**Floorplan with the power grid**

(3 px per um) Pins as bars on the die edge. Tap cells in gray.
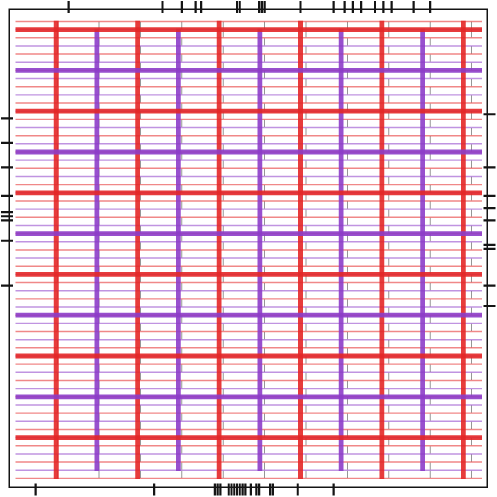
**Placed cells, one color a class**

(3 px per um) Fill, decap, tap and diode cells in gray.
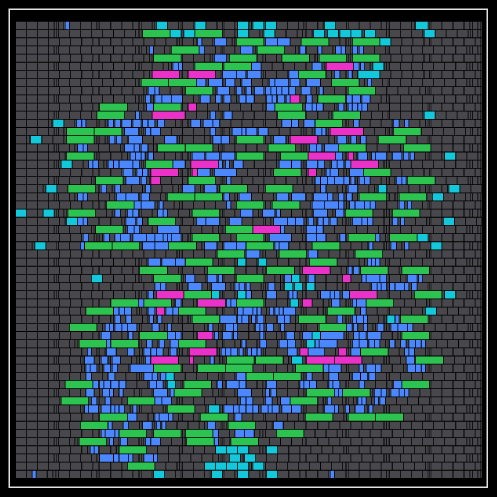
**config.mk**
```make
export PLATFORM = sky130hd
export DESIGN_NAME = color_sample_scheduler_flat
export DESIGN_NICKNAME = d
export VERILOG_FILES = /design/src/rtl/color_sample_scheduler_pkg.sv /design/src/rtl/color_sample_scheduler_if.sv /design/src/rtl/color_sample_scheduler_period_tick_gen.sv /design/src/rtl/color_sample_scheduler.sv /design/src/flat_wrapper.sv
export SDC_FILE = /design/constraint.sdc
export NUM_CORES = 1
export LEC_CHECK = 0
export CAP_MARGIN = 0
export CORE_MARGIN = 1.5
export CORE_UTILIZATION = 30
export CTS_CLUSTER_DIAMETER = 80
export DETAILED_ROUTE_END_ITERATION = 8
export MAX_ROUTING_LAYER = met4
export PLACE_DENSITY_LB_ADDON = 0.25
export SLEW_MARGIN = 20
export SYNTH_ARGS = -nofsm -noshare
export SYNTH_HDL_FRONTEND = slang
export SYNTH_HIERARCHICAL = 1
export SYNTH_SLANG_ARGS = --single-unit
```
**constraint.sdc**
```tcl
create_clock -name sys_clk -period 3 [get_ports sys_clk]
set_input_delay 0.3 -clock sys_clk [delete_from_list [all_inputs] [get_ports sys_clk]]
set_output_delay 0.3 -clock sys_clk [all_outputs]
set_load 0.005 [all_outputs]
```
**src/rtl/color_sample_scheduler_pkg.sv**
```systemverilog
// Shared types and constants for the colour sample scheduler: FSM states,
// default CLS381 register addresses, error-counter ceiling and a channel helper.
package color_sched_pkg;

  typedef enum logic [2:0] {
    IDLE    = 3'd0,
    RD_R    = 3'd1,
    RD_G    = 3'd2,
    RD_B    = 3'd3,
    ACCUM   = 3'd4,
    PUBLISH = 3'd5
  } sched_state_t;

  localparam logic [7:0] DEF_REG_R   = 8'h10;
  localparam logic [7:0] DEF_REG_G   = 8'h0D;
  localparam logic [7:0] DEF_REG_B   = 8'h13;
  localparam logic [7:0] ERR_CNT_MAX = 8'hFF;

  function automatic logic [7:0] abs_diff8(input logic [7:0] a, input logic [7:0] b);
    return (a >= b) ? (a - b) : (b - a);
  endfunction

endpackage

```
**src/rtl/color_sample_scheduler_if.sv**
```systemverilog
// Single-outstanding register-read handshake between the scheduler (master)
// and the I2C read engine (slave).
interface color_sched_i2c_if;
  logic       i2c_req;
  logic [7:0] i2c_reg;
  logic       i2c_done;
  logic       i2c_err;
  logic [7:0] i2c_rdata;

  modport master (output i2c_req, output i2c_reg,
                  input  i2c_done, input i2c_err, input i2c_rdata);
  modport slave  (input  i2c_req, input i2c_reg,
                  output i2c_done, output i2c_err, output i2c_rdata);
endinterface

```
**src/rtl/color_sample_scheduler_period_tick_gen.sv**
```systemverilog
// Enable-gated period counter: one registered tick every PERIOD cycles while
// enable is high; dropping enable restarts the period from zero.
module period_tick_gen #(
  parameter int unsigned PERIOD = 2_500_000
) (
  input  logic clk,
  input  logic rst_n,
  input  logic enable,
  output logic tick
);
  localparam int unsigned CW = (PERIOD > 1) ? $clog2(PERIOD) : 1;

  logic [CW-1:0] cnt;

  // Period counter with wrap-around tick generation.
  always_ff @(posedge clk or negedge rst_n) begin
    if (!rst_n) begin
      cnt  <= '0;
      tick <= 1'b0;
    end else if (!enable) begin
      cnt  <= '0;
      tick <= 1'b0;
    end else if (cnt == CW'(PERIOD - 1)) begin
      cnt  <= '0;
      tick <= 1'b1;
    end else begin
      cnt  <= cnt + CW'(1);
      tick <= 1'b0;
    end
  end
endmodule

```
**src/rtl/color_sample_scheduler.sv**
```systemverilog
// Colour sample scheduler: reads R/G/B from the sensor, averages 2^AVG_LOG2
// rounds and publishes an RGB triple. Optional macro COLOR_SCHED_CHANGE_ONLY_EN
// suppresses publishes whose change stays below DEADBAND on every channel.
module color_sample_scheduler
  import color_sched_pkg::*;
#(
  parameter int unsigned SAMPLE_PERIOD = 2_500_000,
  parameter int unsigned AVG_LOG2      = 2,
  parameter int unsigned TIMEOUT       = 100_000,
  parameter logic [7:0]  REG_R         = DEF_REG_R,
  parameter logic [7:0]  REG_G         = DEF_REG_G,
  parameter logic [7:0]  REG_B         = DEF_REG_B,
  parameter logic [7:0]  DEADBAND      = 8'd4
) (
  input  logic              sys_clk,
  input  logic              sys_rst_n,
  input  logic              enable,
  input  logic              sample_now,
  color_sched_i2c_if.master i2c,
  output logic [7:0]        data_r_out,
  output logic [7:0]        data_g_out,
  output logic [7:0]        data_b_out,
  output logic              rgb_valid,
  output logic              busy,
  output logic [7:0]        err_cnt
);
`ifdef COLOR_SCHED_CHANGE_ONLY_EN
  localparam bit CHANGE_ONLY = 1'b1;
`else
  localparam bit CHANGE_ONLY = 1'b0;
`endif

  localparam int unsigned SW     = 8 + AVG_LOG2;
  localparam int unsigned RW     = AVG_LOG2 + 1;
  localparam int unsigned TW     = $clog2(TIMEOUT) + 1;
  localparam int unsigned ROUNDS = 1 << AVG_LOG2;

  sched_state_t   state;
  logic           tick;
  logic           pending;
  logic           published;
  logic [TW-1:0]  wait_cnt;
  logic [RW-1:0]  round_cnt;
  logic [7:0]     hold_r, hold_g, hold_b;
  logic [SW-1:0]  sum_r, sum_g, sum_b;
  logic [SW-1:0]  sum_r_nx, sum_g_nx, sum_b_nx;
  logic [7:0]     avg_r, avg_g, avg_b;
  logic           fire;
  logic           timeout_hit;

  period_tick_gen #(.PERIOD(SAMPLE_PERIOD)) u_tick (
    .clk    (sys_clk),
    .rst_n  (sys_rst_n),
    .enable (enable),
    .tick   (tick)
  );

  assign timeout_hit = (wait_cnt == TW'(TIMEOUT - 1));

  // Sums including the round being accumulated, their average, and the publish gate.
  always_comb begin
    sum_r_nx = sum_r + SW'(hold_r);
    sum_g_nx = sum_g + SW'(hold_g);
    sum_b_nx = sum_b + SW'(hold_b);
    avg_r    = 8'(sum_r_nx >> AVG_LOG2);
    avg_g    = 8'(sum_g_nx >> AVG_LOG2);
    avg_b    = 8'(sum_b_nx >> AVG_LOG2);
    fire     = 1'b1;
    if (CHANGE_ONLY && published) begin
      fire = (abs_diff8(avg_r, data_r_out) >= DEADBAND) ||
             (abs_diff8(avg_g, data_g_out) >= DEADBAND) ||
             (abs_diff8(avg_b, data_b_out) >= DEADBAND);
    end else begin
      fire = 1'b1;
    end
  end

  // Sequencer FSM with registered handshake and publish outputs.
  always_ff @(posedge sys_clk or negedge sys_rst_n) begin
    if (!sys_rst_n) begin
      state       <= IDLE;
      pending     <= 1'b0;
      published   <= 1'b0;
      wait_cnt    <= '0;
      round_cnt   <= '0;
      hold_r      <= 8'd0;
      hold_g      <= 8'd0;
      hold_b      <= 8'd0;
      sum_r       <= '0;
      sum_g       <= '0;
      sum_b       <= '0;
      i2c.i2c_req <= 1'b0;
      i2c.i2c_reg <= 8'd0;
      data_r_out  <= 8'd0;
      data_g_out  <= 8'd0;
      data_b_out  <= 8'd0;
      rgb_valid   <= 1'b0;
      busy        <= 1'b0;
      err_cnt     <= 8'd0;
    end else begin
      rgb_valid <= 1'b0;
      if (tick || sample_now) begin
        pending <= 1'b1;
      end
      case (state)
        IDLE: begin
          wait_cnt <= '0;
          if (pending) begin
            pending     <= 1'b0;
            state       <= RD_R;
            i2c.i2c_req <= 1'b1;
            i2c.i2c_reg <= REG_R;
            busy        <= 1'b1;
          end
        end
        RD_R, RD_G, RD_B: begin
          // A NACK beats a same-cycle done; a done beats the timeout.
          if (i2c.i2c_err || (!i2c.i2c_done && timeout_hit)) begin
            err_cnt     <= (err_cnt == ERR_CNT_MAX) ? err_cnt : err_cnt + 8'd1;
            sum_r       <= '0;
            sum_g       <= '0;
            sum_b       <= '0;
            round_cnt   <= '0;
            wait_cnt    <= '0;
            i2c.i2c_req <= 1'b0;
            busy        <= 1'b0;
            state       <= IDLE;
          end else if (i2c.i2c_done) begin
            wait_cnt <= '0;
            case (state)
              RD_R: begin
                hold_r      <= i2c.i2c_rdata;
                i2c.i2c_reg <= REG_G;
                state       <= RD_G;
              end
              RD_G: begin
                hold_g      <= i2c.i2c_rdata;
                i2c.i2c_reg <= REG_B;
                state       <= RD_B;
              end
              default: begin
                hold_b      <= i2c.i2c_rdata;
                i2c.i2c_req <= 1'b0;
                state       <= ACCUM;
              end
            endcase
          end else begin
            wait_cnt <= wait_cnt + TW'(1);
          end
        end
        ACCUM: begin
          sum_r     <= sum_r_nx;
          sum_g     <= sum_g_nx;
          sum_b     <= sum_b_nx;
          round_cnt <= round_cnt + RW'(1);
          // Outputs update here so rgb_valid is high during the PUBLISH cycle.
          if (round_cnt == RW'(ROUNDS - 1)) begin
            state <= PUBLISH;
            if (fire) begin
              data_r_out <= avg_r;
              data_g_out <= avg_g;
              data_b_out <= avg_b;
              rgb_valid  <= 1'b1;
              published  <= 1'b1;
            end
          end else begin
            state <= IDLE;
            busy  <= 1'b0;
          end
        end
        PUBLISH: begin
          sum_r     <= '0;
          sum_g     <= '0;
          sum_b     <= '0;
          round_cnt <= '0;
          busy      <= 1'b0;
          state     <= IDLE;
        end
        default: begin
          i2c.i2c_req <= 1'b0;
          busy        <= 1'b0;
          state       <= IDLE;
        end
      endcase
    end
  end
endmodule

```
**src/flat_wrapper.sv**
```systemverilog
// flat-port wrapper written by rule: the top's interface ports become plain ports
module color_sample_scheduler_flat import color_sched_pkg::*;
#(
  parameter int unsigned SAMPLE_PERIOD = 2_500_000,
  parameter int unsigned AVG_LOG2      = 2,
  parameter int unsigned TIMEOUT       = 100_000,
  parameter logic [7:0]  REG_R         = DEF_REG_R,
  parameter logic [7:0]  REG_G         = DEF_REG_G,
  parameter logic [7:0]  REG_B         = DEF_REG_B,
  parameter logic [7:0]  DEADBAND      = 8'd4
)
  (sys_clk, sys_rst_n, enable, sample_now, data_r_out, data_g_out, data_b_out, rgb_valid, busy, err_cnt, i2c_i2c_req, i2c_i2c_reg, i2c_i2c_done, i2c_i2c_err, i2c_i2c_rdata);
  color_sched_i2c_if i2c_i ();
  input  logic sys_clk;
  input  logic sys_rst_n;
  input  logic enable;
  input  logic sample_now;
  output logic [7:0] data_r_out;
  output logic [7:0] data_g_out;
  output logic [7:0] data_b_out;
  output logic rgb_valid;
  output logic busy;
  output logic [7:0] err_cnt;
  output wire logic [$bits(i2c_i.i2c_req)-1:0] i2c_i2c_req;
  output wire logic [$bits(i2c_i.i2c_reg)-1:0] i2c_i2c_reg;
  input wire logic [$bits(i2c_i.i2c_done)-1:0] i2c_i2c_done;
  input wire logic [$bits(i2c_i.i2c_err)-1:0] i2c_i2c_err;
  input wire logic [$bits(i2c_i.i2c_rdata)-1:0] i2c_i2c_rdata;
  assign i2c_i2c_req = i2c_i.i2c_req;
  assign i2c_i2c_reg = i2c_i.i2c_reg;
  assign i2c_i.i2c_done = i2c_i2c_done;
  assign i2c_i.i2c_err = i2c_i2c_err;
  assign i2c_i.i2c_rdata = i2c_i2c_rdata;
  color_sample_scheduler #(.SAMPLE_PERIOD(SAMPLE_PERIOD), .AVG_LOG2(AVG_LOG2), .TIMEOUT(TIMEOUT), .REG_R(REG_R), .REG_G(REG_G), .REG_B(REG_B), .DEADBAND(DEADBAND)) u_core (.sys_clk(sys_clk), .sys_rst_n(sys_rst_n), .enable(enable), .sample_now(sample_now), .i2c(i2c_i), .data_r_out(data_r_out), .data_g_out(data_g_out), .data_b_out(data_b_out), .rgb_valid(rgb_valid), .busy(busy), .err_cnt(err_cnt));
endmodule
```
==> run summary <==
Implementation numbers.

- The clock passes through at most 2 buffers.
- The mapped cell area reads about 7300 um^2.
- The run finished with clean final reports.
- The register clock-pin slew on the reported worst setup and hold paths is ~60 ps.
- Synthesis produced a netlist whose cell count is 726.
- The floorplan report gives the top-level pin count as 57.
- The average instance in the mapped netlist occupies 10.0 um^2.
- The maximum number of pins on one net before global-route repair is 61.
- The congestion estimate from routability-driven global placement came to slightly above 0.8.
- The transition at the pin with the smallest max-transition slack is approximately 860 ps.
- The final-layout setup total negative slack reads 0 ps.
- The required time at the endpoint of the critical path reads 3310 ps.
- The number of search-and-repair iterations in the first detailed-routing pass reads 4.
- The deepest level of the CTS H-tree reads 4.
- The number of global-route vias before repair is roughly 5,500.
- Setup slack closes at around 540 ps.
- The global router's overall resource usage is 14.3%.
- The tally of buffers added on design ports reads 53.
- The layout overhead on the synthesized area reads 21.2%.
- The Yosys warning count is 6.
- The die area is 25,200 um^2.
- After synthesis, the chip area reported by Yosys is around 7300 um^2.
- The type recorded for the worst min-delay path is input port to async pin.
- The sequential area share after synthesis is 48.4%.
- The warning total across the stage logs reads 26.
- The dominant synthesized flop cell is sky130_fd_sc_hd__dfrtp_1.
- The TritonCTS buffer count is 17.
- In this run, the number of DRC markers left after iteration 0 of detailed routing was about 260.
- The count of final hold-check violations is 0.
- The power density normalized to cell area is 758 nW/um^2.
- The largest register by flop count reads u_core/u_tick/cnt.
- The post-cts sizing count reads 0.
- The number of antenna violations at the first check in global routing is 0.
- Setup repair after global routing left no endpoint under its margin.
- The area fraction of the largest cell type after synthesis is 48.4%.
- The async set-reset flop share out of synthesis reads 100%.
- The number of placement rows is 56.
- The path type of the worst setup path is flip-flop to flip-flop.
- The post-synthesis cell type with the largest combined area is sky130_fd_sc_hd__dfrtp_1.
- The biggest fanout along the worst timing path is 19.
- By area the synthesized netlist is led by sky130_fd_sc_hd__dfrtp_1 48%, sky130_fd_sc_hd__ha_1 5.0%, sky130_fd_sc_hd__o21ai_0 4.1%.
- Per the timing report, the most critical flop-to-flop path originates at u_core/wait_cnt[12]$_DFFE_PN0P_.
- The initial core utilization reads 30.8%.
- The count of hold buffers inserted by post-cts repair reads 1.
- Dividing the detail-routed via count by the number of cells gives around 4.9.
- The detailed-route via count reads 5,506.
- The post-synthesis cell type with the largest instance count is sky130_fd_sc_hd__dfrtp_1.
- The register-to-register path setup slack is 540 ps.
- Static timing analysis puts the maximum clock frequency at 407 MHz.
- The critical path starts at u_core/wait_cnt[12]$_DFFE_PN0P_.
- For this design, the sink count on the clock tree is ~140.
- For this run the aggregate overflow at the end of global routing stands at 0.
- The standard cell area after detailed placement is slightly above 8000 um^2.
- Counting instances in the post-synthesis netlist gives the leading cell types as 141 x sky130_fd_sc_hd__dfrtp_1, 71 x sky130_fd_sc_hd__nand2_1, 60 x sky130_fd_sc_hd__o21ai_0.
- The multi-input gate area in the final layout reads 3540 um^2.
- The sort of element at the start of the critical path is a flip-flop.
- The clock period minus final worst setup slack is 2460 ps.
- The post-synth register bit count is 141.
- Detailed placement finished with a half-perimeter wire length of 11,400 um.
Back to the opening pictures, 'floorplan with the power grid':
color	net
red	VSS
purple	VDD
rows	56
met1 rails	57
tap cells	319
signal pins	57
met5 straps	11
Worst IR Drop VDD: 0.000299 V
Vert. Die Dim: 159 um
core area: 23,700 um^2
Die X-Extent: 159 um

Back to the opening pictures, 'placed cells, one color a class':
color	class	cells	share of their area
green	flip-flops	141	42%
blue	all other logic	558	43%
cyan	other buffers and delay cells	70	8.0%
magenta	clock drivers and dummy loads	32	6.9%
post-route standard cell area excluding fillers: 8830 um^2
flop share of the area: 40.0%

critical path, cell delays in order (launching register included):
cell,delay (ps)
sky130_fd_sc_hd__dfrtp_1,420
sky130_fd_sc_hd__or4_4,580
sky130_fd_sc_hd__o41ai_2,290
sky130_fd_sc_hd__o2111ai_1,180
sky130_fd_sc_hd__and2_1,480
sky130_fd_sc_hd__a211o_1,400
report_power, final:
group / internal, uW / switching (uW) / total [uW] / leakage, uW
Sequential: 2280 / 323 / 2600 / 0.00189
Clock: 1250 / 837 / 2080 / 0.000268
Combinational: 943 / 1060 / 2000 / 0.00158
Total: 4470 / 2220 / 6690 / 0.00374
routing by layer:
layer / vias up / global-route usage [%] / part of all wire (%)
met3: 6 / 2.51 / 3.3
met4: 0 / 4.76 / 0.77
met5: - / - / 0
li1: 2757 / - / -
met2: 74 / 21.3 / 46
met1: 2669 / 19.7 / 50
kinds of logic (layout without fill, tap and decap cells):
logic type,after synthesis,after routing,synth area share (%)
DFF,141,141,48.4
buffers and inverters,56,129,3.21
xor gates and xnor gates,43,43,5.17
AOI/OAI and AO/OA,170,170,15.3
muxes,25,25,3.83
adders and majority gates,32,32,5.80
other,1,3,0.0515
and+or+nand+nor,258,258,18.3
per-stage QoR:
step | instances | utilization [%] | hold WS, ps
final | 1120 | 37.3 | 365
after global routing | 1120 | 37.3 | 411
after CTS | 1120 | 37.3 | 369
after detailed placement | 1087 | 34.8 | 256
after global placement | 1087 | 34.8 | 252
after floorplan | 728 | - | 4.41
layout make-up:
type	instances	area share (%)
Clock buffer	19	5.02
Sequential cell	141	40.0
Tap cell	319	4.52
Inverter	27	1.15
Timing Repair Buffer	70	7.64
Multi-Input combinational cell	531	40.1
Clock inverter	13	1.60
Power and IR drop assume default switching activity.
